==> src/rtl/vector_pkg.sv <==
// Shared types and constants for the vector display pipeline.
// No logic; the FSM state encodings are plain constants so older code can compare against them.
// Bank depth here is the default that the frame scheduler inherits.
package vector_pkg;

    localparam int FRAME_BANK_DEPTH = 512;

    // Writer (frame builder) states
    typedef logic [1:0] wr_state_t;
    localparam wr_state_t W_IDLE  = 2'd0;
    localparam wr_state_t W_BUILD = 2'd1;
    localparam wr_state_t W_FULL  = 2'd2;

    // Display states
    typedef logic [0:0] disp_state_t;
    localparam disp_state_t D_IDLE = 1'b0;
    localparam disp_state_t D_DRAW = 1'b1;

endpackage

==> src/rtl/build_watchdog.sv <==
// Cycle counter that flags a frame build which has run too long.
// Latency: expired asserts WDOG_CYCLES-1 enabled cycles after the last clear.
// No backpressure; the counter holds at the limit until cleared.
module build_watchdog #(
    parameter int unsigned WDOG_CYCLES = 1_000_000
) (
    input  logic clk,
    input  logic rst,
    input  logic clr,
    input  logic en,
    output logic expired
);

    localparam int unsigned CW = (WDOG_CYCLES > 2) ? $clog2(WDOG_CYCLES) : 1;
    localparam logic [CW-1:0] LAST = CW'(WDOG_CYCLES - 1);

    logic [CW-1:0] cnt;

    // Count enabled cycles since the last clear, saturating at the limit
    always_ff @(posedge clk or negedge rst) begin
        if (!rst) begin
            cnt <= '0;
        end else if (clr) begin
            cnt <= '0;
        end else if (en && !expired) begin
            cnt <= cnt + CW'(1);
        end
    end

    assign expired = (cnt == LAST);

endmodule

==> src/rtl/frame_scheduler.sv <==
// Double-buffer sequencer: requests frame builds into one bank while the display draws the other.
// Latency: build_done -> go/new bases two cycles later; halt -> go low next cycle, redraw/swap one after.
// Backpressure: a finished build waits in W_FULL until the display's current pass ends.
module frame_scheduler
    import vector_pkg::*;
#(
    parameter int ADDRESSWIDTH = 16,
    parameter int BANK_DEPTH   = FRAME_BANK_DEPTH,
    parameter int WDOG_CYCLES  = 1_000_000
) (
    input  logic                    clk,
    input  logic                    rst,
    output logic                    build_req,
    input  logic                    build_done,
    input  logic [ADDRESSWIDTH-1:0] build_len,
    output logic                    go,
    input  logic                    halt,
    output logic [ADDRESSWIDTH-1:0] wr_base,
    output logic [ADDRESSWIDTH-1:0] rd_base,
    output logic [ADDRESSWIDTH-1:0] frame_len,
    output logic [7:0]              frame_cnt,
    output logic                    wdog_err
);

    localparam logic [ADDRESSWIDTH-1:0] DEPTH_W = ADDRESSWIDTH'(BANK_DEPTH);

    function automatic logic [ADDRESSWIDTH-1:0] bank_base(input logic bank);
        return bank ? DEPTH_W : '0;
    endfunction

    wr_state_t               w_state;
    disp_state_t             d_state;
    logic                    bank_wr;
    logic                    bank_rd;
    logic [ADDRESSWIDTH-1:0] pend_len;
    logic [ADDRESSWIDTH-1:0] clamp_len;
    logic                    swap;
    logic                    redraw;
    logic                    wd_expired;

    // A finished frame always wins over re-showing the old one
    assign swap      = (d_state == D_IDLE) && (w_state == W_FULL);
    assign redraw    = (d_state == D_IDLE) && (w_state != W_FULL) && (frame_len != '0);
    assign clamp_len = (build_len > DEPTH_W) ? DEPTH_W : build_len;

    build_watchdog #(
        .WDOG_CYCLES (WDOG_CYCLES)
    ) u_wdog (
        .clk     (clk),
        .rst     (rst),
        .clr     (w_state == W_IDLE),
        .en      (w_state == W_BUILD),
        .expired (wd_expired)
    );

    // Writer FSM: request a build, wait for it, then hold the result until the display swaps it in
    always_ff @(posedge clk or negedge rst) begin
        if (!rst) begin
            w_state   <= W_IDLE;
            build_req <= 1'b0;
            wdog_err  <= 1'b0;
            pend_len  <= '0;
        end else begin
            build_req <= 1'b0;
            wdog_err  <= 1'b0;
            case (w_state)
                W_IDLE: begin
                    build_req <= 1'b1;
                    w_state   <= W_BUILD;
                end
                W_BUILD: begin
                    // A completion arriving on the expiry cycle is still accepted
                    if (build_done) begin
                        if (build_len == '0) begin
                            w_state <= W_IDLE;
                        end else begin
                            pend_len <= clamp_len;
                            w_state  <= W_FULL;
                        end
                    end else if (wd_expired) begin
                        wdog_err <= 1'b1;
                        w_state  <= W_IDLE;
                    end
                end
                W_FULL: begin
                    if (swap) begin
                        w_state <= W_IDLE;
                    end
                end
                default: w_state <= W_IDLE;
            endcase
        end
    end

    // Display FSM: hand a bank to the display, swapping in a new frame or redrawing the last one
    always_ff @(posedge clk or negedge rst) begin
        if (!rst) begin
            d_state   <= D_IDLE;
            go        <= 1'b0;
            bank_wr   <= 1'b0;
            bank_rd   <= 1'b1;
            wr_base   <= '0;
            rd_base   <= DEPTH_W;
            frame_len <= '0;
            frame_cnt <= '0;
        end else begin
            case (d_state)
                D_IDLE: begin
                    if (swap) begin
                        // bank_rd is always ~bank_wr, so the new write bank is the old read bank
                        bank_rd   <= bank_wr;
                        bank_wr   <= ~bank_wr;
                        rd_base   <= bank_base(bank_wr);
                        wr_base   <= bank_base(bank_rd);
                        frame_len <= pend_len;
                        go        <= 1'b1;
                        d_state   <= D_DRAW;
                    end else if (redraw) begin
                        go      <= 1'b1;
                        d_state <= D_DRAW;
                    end
                end
                D_DRAW: begin
                    if (halt) begin
                        go        <= 1'b0;
                        frame_cnt <= frame_cnt + 8'd1;
                        d_state   <= D_IDLE;
                    end
                end
                default: d_state <= D_IDLE;
            endcase
        end
    end

endmodule

==> config.mk <==
export PLATFORM = sky130hd
export DESIGN_NAME = frame_scheduler
export DESIGN_NICKNAME = d
export VERILOG_FILES = /design/src/rtl/vector_pkg.sv /design/src/rtl/build_watchdog.sv /design/src/rtl/frame_scheduler.sv
export SDC_FILE = /design/constraint.sdc
export NUM_CORES = 1
export LEC_CHECK = 0
export CAP_MARGIN = 20
export CORE_MARGIN = 1.5
export CORE_UTILIZATION = 61
export CTS_BUF_LIST = sky130_fd_sc_hd__clkbuf_2 sky130_fd_sc_hd__clkbuf_4 sky130_fd_sc_hd__clkbuf_8
export DETAILED_ROUTE_END_ITERATION = 8
export DONT_BUFFER_PORTS = 1
export PLACE_DENSITY = 0.77
export SKIP_CTS_REPAIR_TIMING = 1
export SYNTH_ARGS = -nofsm -noshare
export SYNTH_HDL_FRONTEND = slang
export SYNTH_HIERARCHICAL = 1
export SYNTH_SLANG_ARGS = --single-unit
==> constraint.sdc <==
create_clock -name clk -period 2.55 [get_ports clk]
set_input_delay 0.51 -clock clk [delete_from_list [all_inputs] [get_ports clk]]
set_output_delay 0.51 -clock clk [all_outputs]
set_load 0.03 [all_outputs]
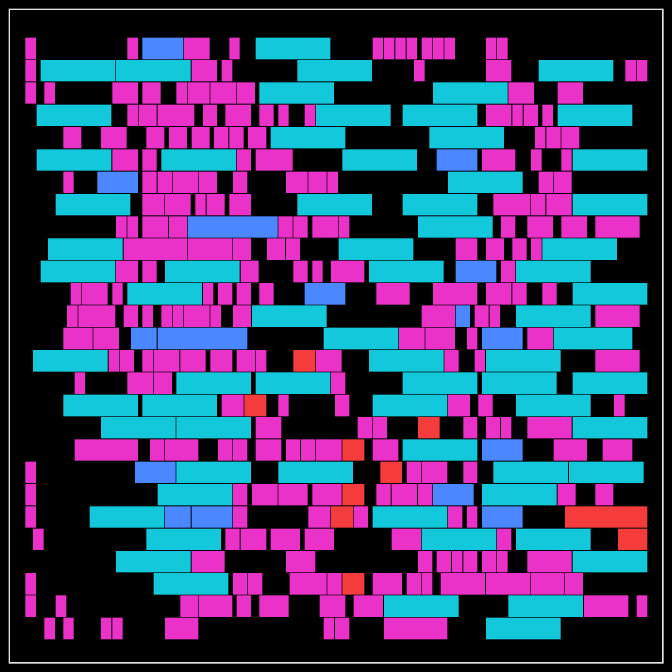
**Above:** run 1 (cells colored by class).
color	class	cells	share of their area
red	remaining buffers and delay cells	10	2.6%
blue	clock drivers and dummy loads	16	6.3%
magenta	combinational and other logic	245	44%
cyan	sequential cells	69	47%

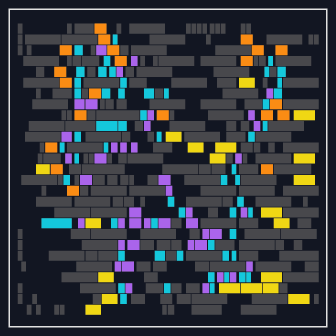
**Above:** run 1 (gate-type map).
color	family	cells
orange	xor and xnor cells	21
purple	aoi and oai cells	42
cyan	nand cells	56
yellow	mux cells	20
Comb area share: 0.4310
Finished Layout Cells: 412
most numerous logic cell after layout: dfrtp_1

==> impl_metrics.json, run 1 <==
{
  "ys.flops": 69,
  "antenna_found_initial": 0,
  "pg_seq_w": 0.00164,
  "synth-simple-area-share": 0.2125,
  "drt_iter0_drc": 148,
  "common_cells": "dfrtp_1 (68), buf_4 (31), nand3_1 (28), nor2_1 (22), nand2_1 (17)",
  "clockBufferDepth": 2,
  "grt_pass1_vias": 2428,
  "end_kind": "flop",
  "p_comb_w": 0.000708,
  "m1WireLength_um": 3022,
  "ir_worst_vdd_mv": 0.5826,
  "worst_slack_ns": 0.6555,
  "tns_ns": 0,
  "internal_power_w": 0.002149,
  "tightest_slew_ns": 0.6253,
  "reg.largest.list": "u_wdog/cnt x20, frame_len x16, pend_len x16",
  "drcViolationCount": 0,
  "critPathBufInv": 0,
  "top_layer_used": "met4",
  "routed_wl_um": 7131,
  "port_buffers": 0,
  "fin_util": 0.6801,
  "synth.top_cell.area_share": 0.4769,
  "first_pass_iters": 4,
  "clock-sinks": 69,
  "globalRouteOverflowTotal": 0,
  "grt.met1_usage": 0.3046,
  "stdcell_area_um2": 3791,
  "finalCritPeriodShare": 0.7429,
  "chipWidth_um": 79.49,
  "regArea_um2": 1728,
  "crit_start": "u_wdog/cnt[15]$_DFFE_PN0P_",
  "largestPowerGroup": "registers",
  "xor_area_frac": 0.05154,
  "reg2reg_depth": 5,
  "grt_first_pass_wirelength_um": 11640,
  "cts_max_level": 3,
  "worstReg2RegEnd": "u_wdog/cnt[1]$_DFFE_PN0P_",
  "gp_congestion": 0.8253,
  "cp_max_fo": 10,
  "top_cell": "dfrtp_1",
  "antenna_cells": 0,
  "core_um2": 5574,
  "largest_register_ffs": 20,
  "status": "finished, final reports clean",
  "crit_path_max_incr_delay_ns": 0.43,
  "rows": 27,
  "compound_area_frac": 0.08310,
  "area_growth_pct": 6.241,
  "nWellTaps": 72,
  "ys.flop_type": "dfrtp_1",
  "synth-edff-count": 0,
  "largest_class": "flip-flops and latches",
  "critPathSlowestCell": "dfrtp_1",
  "yosys_warnings": 6,
  "synth_area_um2": 3568,
  "slew_violations": 0,
  "switching_power_w": 0.001221,
  "warning_count": 26,
  "rsz0062_at_grt": "no",
  "buffer_area_frac": 0.02574,
  "total_leakage_power_nw": 1.752,
  "hold_violations": 0,
  "grt_use_met2": 0.3966,
  "holdWs_ns": 0.03094,
  "synth_cell_types": 51,
  "grt.busiest_layer": "met2",
  "comb_area_um2": 1634,
  "synthAdderAreaFrac": 0.007013,
  "p_per_area_nw_per_um2": 889.0,
  "fillers": 409,
  "finalSetupViolCount": 0,
  "async_flop_share": 1.000,
  "clk_share": 0.06172,
  "placed_area_um2": 3520,
  "nets": 357,
  "comb_cells": 243,
  "pwr-share-comb": 0.210,
  "synth_chip_area_um2": 3568,
  "worst-path-stages": 5,
  "fmax_mhz": 527.9,
  "cts_tree": "yes",
  "top_area_cell": "dfrtp_1",
  "min_period_ns": 1.894,
  "top_logic_kind": "simple AND/OR/NAND/NOR gates",
  "dieHeight_um": 79.49,
  "synthMuxAreaShare": 0.07223,
  "post-place-ws_ns": 0.6927,
  "dr_wl_met2_um": 3601,
  "fp_util": 0.6402,
  "cp-endpoint": "u_wdog/cnt[1]$_DFFE_PN0P_",
  "r2r_start": "u_wdog/cnt[15]$_DFFE_PN0P_",
  "cp.arrival_ns": 2.13,
  "nonClockInverterCount": 2,
  "ant_nets": 0,
  "root_buffer": "clkbuf_8",
  "grtUsageTotal": 0.2421,
  "dieArea_um2": 6318,
  "area_leaders": "dfrtp_1 (48%), buf_4 (6.5%), nand3_1 (3.9%)",
  "final_cell_mix": "dfrtp_1 (68), conb_1 (30), nand3_1 (28)",
  "vias": 2454,
  "maxCapViolCount": 0,
  "ioPinCount": 79,
  "synth-seq-area-share": 0.4842,
  "buffers": 10,
  "gr-usage-met3": 0.05486,
  "critPathLaunchType": "flop",
  "wire_per_inst_um": 17.31,
  "maxSlewHeadroom": 0.5819,
  "drive_above_1_share": 0.1529,
  "yosys_cells": 330,
  "crit_required_ns": 2.78,
  "crit_family": "simple AND/OR/NAND/NOR gates",
  "power_w": 0.003370,
  "hpwl_um": 4752,
  "crit_chain": "nor4_1, nand4b_2, o21ai_2, mux2i_1, nor2_1",
  "seq_area_frac": 0.4558,
  "crit_type": "reg2reg",
  "seq_cell_count": 69,
  "hp-class": "in2async",
  "clk_pin_slew_ns": 0.08,
  "synthCells": 330,
  "seqPwrFrac": 0.485,
  "grt_start_max_net_pins": 70,
  "clkPwrFrac": 0.305,
  "wl_met3_um": 353,
  "regMostFlops": "u_wdog/cnt",
  "avgViaCountPerCell": 5.956,
  "avgSynthCellArea_um2": 10.81,
  "swShare": 0.3623,
  "r2r_slack_ns": 0.66,
  "placedCellCount": 394,
  "skew_ns": 0.01153
}
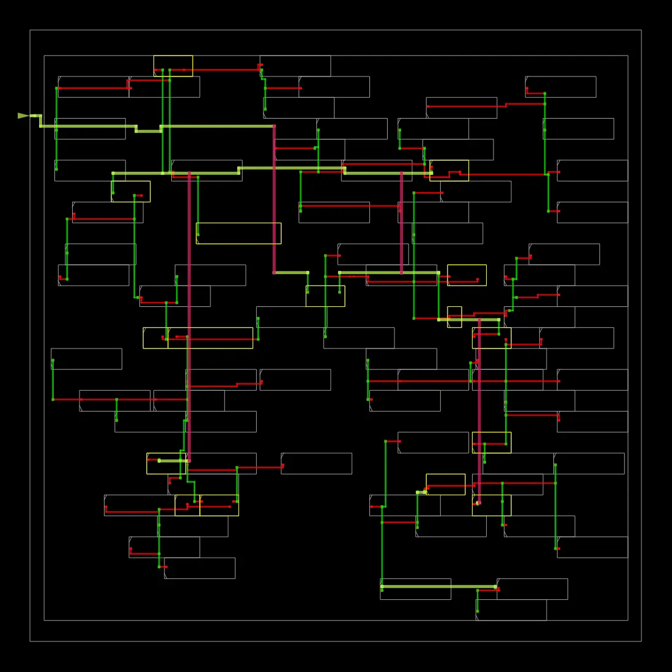
**Above:** run 1 (the clock network).
Inserted Clock Buffers: 9
clock group power: 0.00103 W
clk_lat worst skew: 0.35 ns
number of clock buffers in the layout: 11

**Run 1: where the registers sit**

Other sequential cells in the stronger gray, the rest of the logic in the fainter gray.
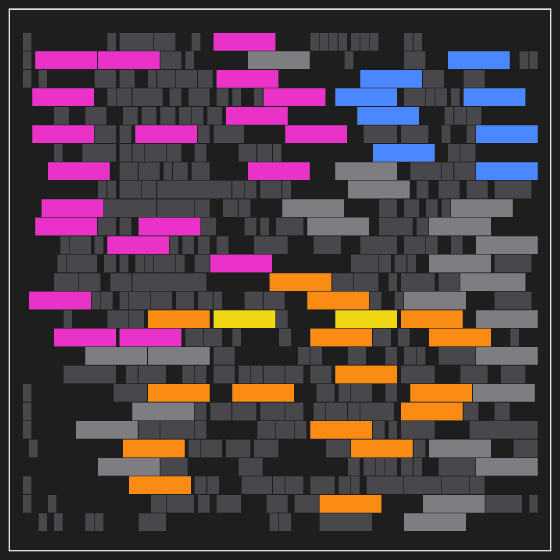

## Run 2: what changed since run 1
Clock period 2.55 ns to 1.9 ns, I/O delays scaled along.
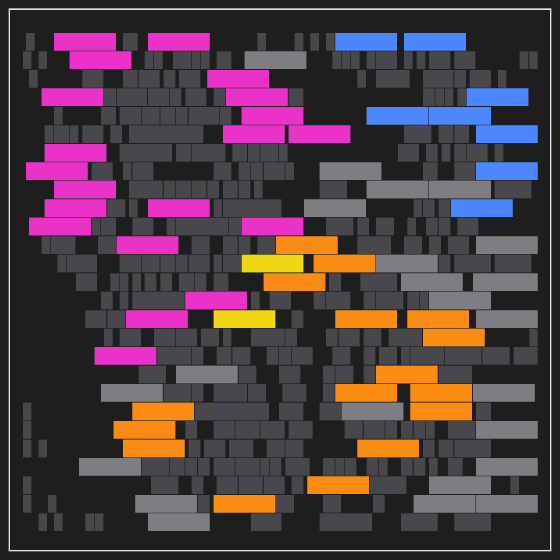
**Above:** run 2 (where the registers sit).
Other sequential cells in the stronger gray, the rest of the logic in the fainter gray.
color	netlist name	sequential cells
orange	pend_len	16
blue	frame_cnt	8
yellow	w_state	2
magenta	u_wdog/cnt	20
not colored	23

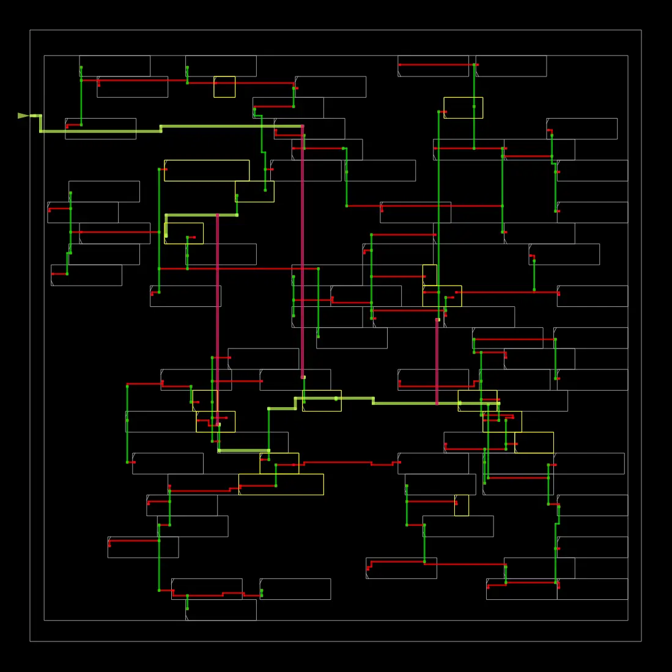
**Above:** run 2 (the clock network).
clk_lat worst skew: 0.34 ns
flip-flops: 69
clock group power: 0.00133 W
Clock Skew: 0.01223 ns

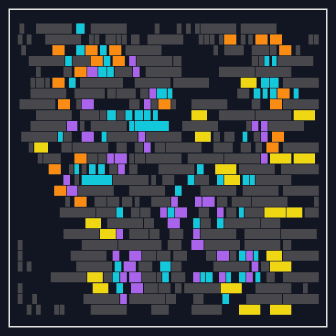
**Above:** run 2 (gate-type map).
color	family	cells
cyan	nand cells	56
purple	aoi and oai cells	42
orange	xor and xnor cells	21
yellow	mux cells	20

==> run 2 against run 1 <==
  * The run now ends with hold timing left
  * Utilization is 0.56 points higher
  * Clock power is 29% higher
  * Setup slack worse by 0.51 ns
  * Flip-flop count stayed put
  * Maximum frequency is 7.9% higher
  * Power is 33% higher
  * Sequential share of layout area is 0.37 points lower
  * Largest cell class unchanged
==> impl_metrics.json, run 2 <==
{
  "synth_area_um2": 3568,
  "pwr-share-comb": 0.225,
  "ir_worst_vdd_mv": 0.6224,
  "hold_violations": 69,
  "switching_power_w": 0.001590,
  "ys.flops": 69,
  "violations": "hold timing",
  "regArea_um2": 1728,
  "comb_area_um2": 1660,
  "buffer_area_frac": 0.02946,
  "top_area_cell": "dfrtp_1",
  "clk_share": 0.05859,
  "fmax_mhz": 569.8,
  "crit_start": "u_wdog/cnt[0]$_DFFE_PN0P_",
  "hpwl_um": 4669,
  "fillers": 423,
  "rows": 27,
  "synth.top_cell.area_share": 0.4769,
  "regMostFlops": "u_wdog/cnt",
  "r2r_start": "u_wdog/cnt[0]$_DFFE_PN0P_",
  "buffers": 15,
  "clockBufferDepth": 2,
  "gr-usage-met3": 0.05029,
  "largest_class": "flip-flops and latches",
  "fin_util": 0.6857,
  "clkbuf_count": 10,
  "grt.met1_usage": 0.3056,
  "finalSetupViolCount": 0,
  "reg2reg_depth": 6,
  "top_layer_used": "met4",
  "vias": 2477,
  "crit_type": "reg2reg",
  "seq_area_frac": 0.4520,
  "status": "finished, violations left",
  "nWellTaps": 72,
  "port_buffers": 0,
  "area_growth_pct": 7.118,
  "placedCellCount": 401,
  "pg_seq_w": 0.00214,
  "finalCritPeriodShare": 0.9237,
  "rsz0062_at_grt": "no",
  "first_pass_iters": 4,
  "yosys_warnings": 6,
  "compound_area_frac": 0.08310,
  "power_w": 0.004480,
  "ant_nets": 0,
  "r2r_slack_ns": 0.14,
  "crit_family": "simple AND/OR/NAND/NOR gates",
  "lay_top_count": "dfrtp_1",
  "cp.arrival_ns": 2.03,
  "stdcell_area_um2": 3822,
  "synth-seq-area-share": 0.4842,
  "grt_pass1_vias": 2380,
  "avgSynthCellArea_um2": 10.81,
  "synth_cell_types": 51,
  "tns_ns": 0,
  "gp_congestion": 0.8243,
  "synth-edff-count": 0,
  "top_cell": "dfrtp_1",
  "globalRouteOverflowTotal": 0,
  "internal_power_w": 0.002890,
  "drcViolationCount": 0,
  "post-place-ws_ns": 0.1240,
  "min_period_ns": 1.755,
  "dieArea_um2": 6318,
  "worst-path-stages": 6,
  "comb-cell-share": 0.4344,
  "antenna_cells": 0,
  "placed_area_um2": 3572,
  "dr_wl_met2_um": 3425,
  "grtUsageTotal": 0.2346,
  "chipWidth_um": 79.49,
  "crit_path_max_incr_delay_ns": 0.39,
  "comb_cells": 243,
  "critPathSlowestCell": "dfrtp_1",
  "crit_chain": "ha_1, nand4_4, nor3_1, nand4_1, or3_1, nand2_1",
  "clock-sinks": 69,
  "clkPwrFrac": 0.296,
  "fp_util": 0.6402,
  "maxCapViolCount": 0,
  "holdWs_ns": -0.2694,
  "final_cells": 417,
  "cts_max_level": 3,
  "antenna_found_initial": 0,
  "synth-simple-area-share": 0.2125,
  "synthMuxAreaShare": 0.07223,
  "cp-endpoint": "u_wdog/cnt[14]$_DFFE_PN0P_",
  "synthCells": 330,
  "critPathBufInv": 0,
  "yosys_cells": 330,
  "common_cells": "dfrtp_1 (68), buf_4 (31), nand3_1 (28), nor2_1 (22), nand2_1 (17)",
  "final_cell_mix": "dfrtp_1 (68), conb_1 (30), nand3_1 (28)",
  "seqPwrFrac": 0.479,
  "routed_wl_um": 6849,
  "critPathLaunchType": "flop",
  "largestPowerGroup": "registers",
  "synthAdderAreaFrac": 0.007013,
  "grt.busiest_layer": "met2",
  "nonClockInverterCount": 2,
  "m1WireLength_um": 2898,
  "worst_slack_ns": 0.1449,
  "root_buffer": "clkbuf_8",
  "core_um2": 5574,
  "wire_per_inst_um": 16.42,
  "grt_first_pass_wirelength_um": 11490
}
**Run 2: cells colored by class**

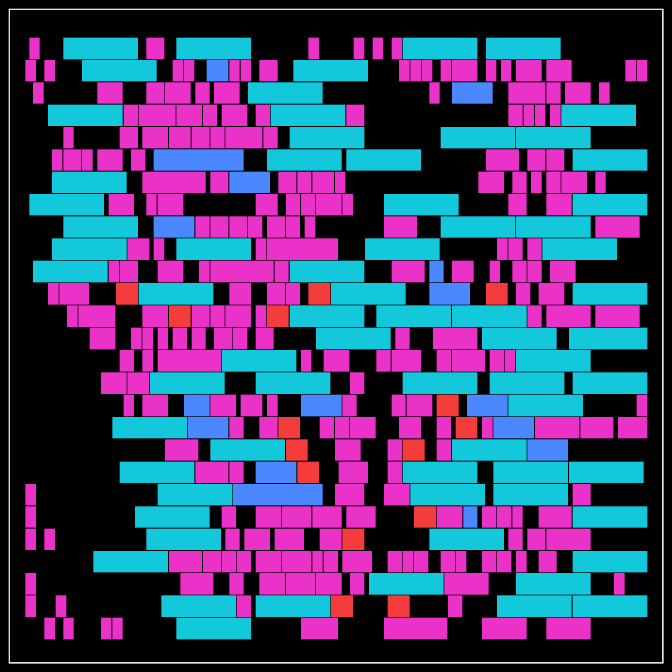

## Run 3: what changed since run 2
Settings changed: CAP_MARGIN 20 to unset, CORE_UTILIZATION 61 to 60, PLACE_DENSITY 0.77 to 0.76.
Clock period 1.9 ns to 1.95 ns, I/O delays scaled along.
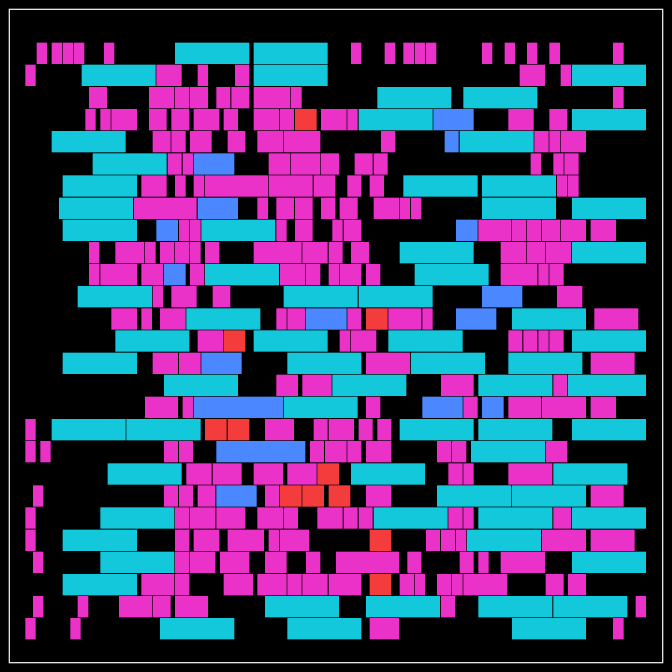
**Above:** run 3 (cells colored by class).
color	class	cells	share of their area
blue	clock drivers and dummy loads	16	5.9%
red	remaining buffers and delay cells	11	2.2%
cyan	sequential cells	69	47%
magenta	combinational and other logic	245	45%

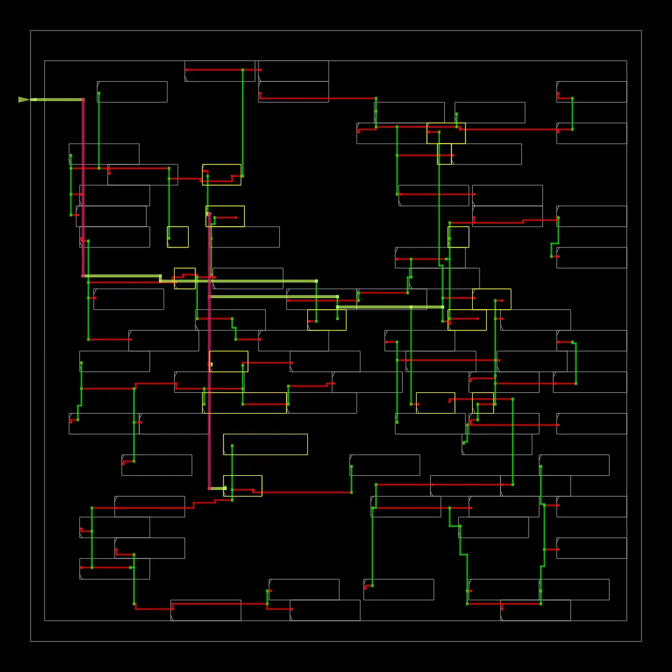
**Above:** run 3 (the clock network).
Clock Skew: 0.01051 ns
Clock Sinks: 69
clock group power: 0.00127 W
clk_lat worst skew: 0.33 ns
number of clock buffers in the layout: 10

==> run 3 against run 2 <==
  * The flow still finishes with violations (hold timing)
  * Flip-flop count unchanged
  * Combinational power down 4%
  * Maximum frequency down 3.7%
  * Hold slack better by 0.0074 ns
  * Via count down 0.97%
  * Critical path depth down 1
  * Utilization down 1.3 points
==> impl_metrics.json, run 3 <==
{
  "synth-seq-area-share": 0.4842,
  "violations": "hold timing",
  "hpwl_um": 4717,
  "synthCells": 330,
  "pg_seq_w": 0.00210,
  "tns_ns": 0,
  "grt.met1_usage": 0.3104,
  "xor_area_frac": 0.05154,
  "comb_area_um2": 1647,
  "maxCapViolCount": 0,
  "synth-simple-area-share": 0.2125,
  "buffer_area_frac": 0.02188,
  "warning_count": 28,
  "top_layer_used": "met4",
  "synth_cell_types": 51,
  "crit_path_max_incr_delay_ns": 0.44,
  "fmax_mhz": 548.8,
  "nonClockInverterCount": 2,
  "final_cells": 413,
  "regArea_um2": 1728,
  "cp-endpoint": "u_wdog/cnt[16]$_DFFE_PN0P_",
  "crit_start": "u_wdog/cnt[0]$_DFFE_PN0P_",
  "crit_top_cell": "or3_1",
  "hp-class": "in2async",
  "post-place-ws_ns": 0.1188,
  "common_cells": "dfrtp_1 (68), buf_4 (31), nand3_1 (28), nor2_1 (22), nand2_1 (17)",
  "cts_buffers": 9,
  "hold_violations": 69,
  "critPathBufInv": 0,
  "fin_util": 0.6729,
  "buffers": 11,
  "r2r_start": "u_wdog/cnt[0]$_DFFE_PN0P_",
  "synthMuxAreaShare": 0.07223,
  "fillers": 423,
  "grtUsageTotal": 0.2331,
  "core_um2": 5608,
  "critPathSlowestCell": "or3_1",
  "holdWs_ns": -0.2620,
  "cts_max_level": 3,
  "compound_area_frac": 0.08310,
  "crit_type": "reg2reg",
  "comb-cell-share": 0.4363,
  "yosys_warnings": 6,
  "largestPowerGroup": "registers",
  "top_logic_kind": "simple AND/OR/NAND/NOR gates",
  "min_period_ns": 1.822,
  "crit_family": "simple AND/OR/NAND/NOR gates",
  "grt_pass1_vias": 2446,
  "avgSynthCellArea_um2": 10.81,
  "clockBufferDepth": 2,
  "top_cell": "dfrtp_1",
  "largest_class": "flip-flops and latches",
  "fp_util": 0.6363,
  "seqPwrFrac": 0.484,
  "gp_congestion": 0.8495,
  "p_per_area_nw_per_um2": 1152,
  "p_comb_w": 0.000971,
  "routed_wl_um": 6871,
  "status": "finished, violations left",
  "m1WireLength_um": 3000,
  "grt.busiest_layer": "met2",
  "dr_wl_met2_um": 3362,
  "root_buffer": "clkbuf_8",
  "reg2reg_depth": 5,
  "clk_share": 0.05802,
  "globalRouteOverflowTotal": 0,
  "synth-edff-count": 0,
  "ant_nets": 0,
  "r2r_slack_ns": 0.13,
  "dieArea_um2": 6419,
  "crit_chain": "ha_1, nand4_4, or3_1, or3_1, a21oi_1",
  "antenna_found_initial": 0,
  "stdcell_area_um2": 3774,
  "antenna_cells": 0,
  "finalCritPeriodShare": 0.9344,
  "power_w": 0.004348,
  "final_cell_mix": "dfrtp_1 (68), conb_1 (30), nand3_1 (28)",
  "lay_top_count": "dfrtp_1",
  "synthAdderAreaFrac": 0.007013,
  "gr-usage-met3": 0.05455,
  "pwr-share-comb": 0.223,
  "grt_first_pass_wirelength_um": 11540,
  "vias": 2453,
  "chipWidth_um": 80.12,
  "switching_power_w": 0.001573,
  "yosys_cells": 330,
  "area_leaders": "dfrtp_1 (48%), buf_4 (6.5%), nand3_1 (3.9%)",
  "critPathLaunchType": "flop",
  "synth.top_cell.area_share": 0.4769,
  "synth_area_um2": 3568,
  "cts_tree": "yes",
  "cp.arrival_ns": 2.08,
  "ys.flops": 69,
  "wire_per_inst_um": 16.64,
  "nWellTaps": 72,
  "top_area_cell": "dfrtp_1",
  "first_pass_iters": 4,
  "seq_area_frac": 0.4579,
  "placedCellCount": 396,
  "placed_area_um2": 3535,
  "ir_worst_vdd_mv": 0.6961,
  "regMostFlops": "u_wdog/cnt",
  "seq_cell_count": 69,
  "internal_power_w": 0.002774,
  "area_growth_pct": 5.750,
  "rows": 27,
  "rsz0062_at_grt": "yes",
  "wl_met3_um": 436,
  "clkPwrFrac": 0.293,
  "finalSetupViolCount": 0,
  "drcViolationCount": 0,
  "worst-path-stages": 5,
  "drt_iter0_drc": 151,
  "comb_cells": 243,
  "worst_slack_ns": 0.1279,
  "port_buffers": 0
}
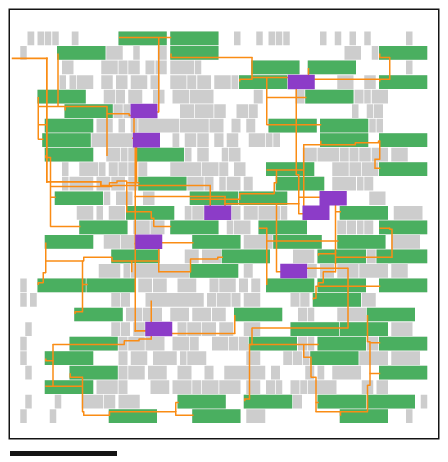
**Above:** run 3 (clock wires, drivers and flops).
Bar = 20 µm.
[purple] clock drivers | count: 9
[orange] clock wires | length: 853 µm
[green] flip-flops | count: 69
flops lie	all over the die
routed clock nets	10

Power figures rest on the tool's default switching activity, not on a simulated workload.
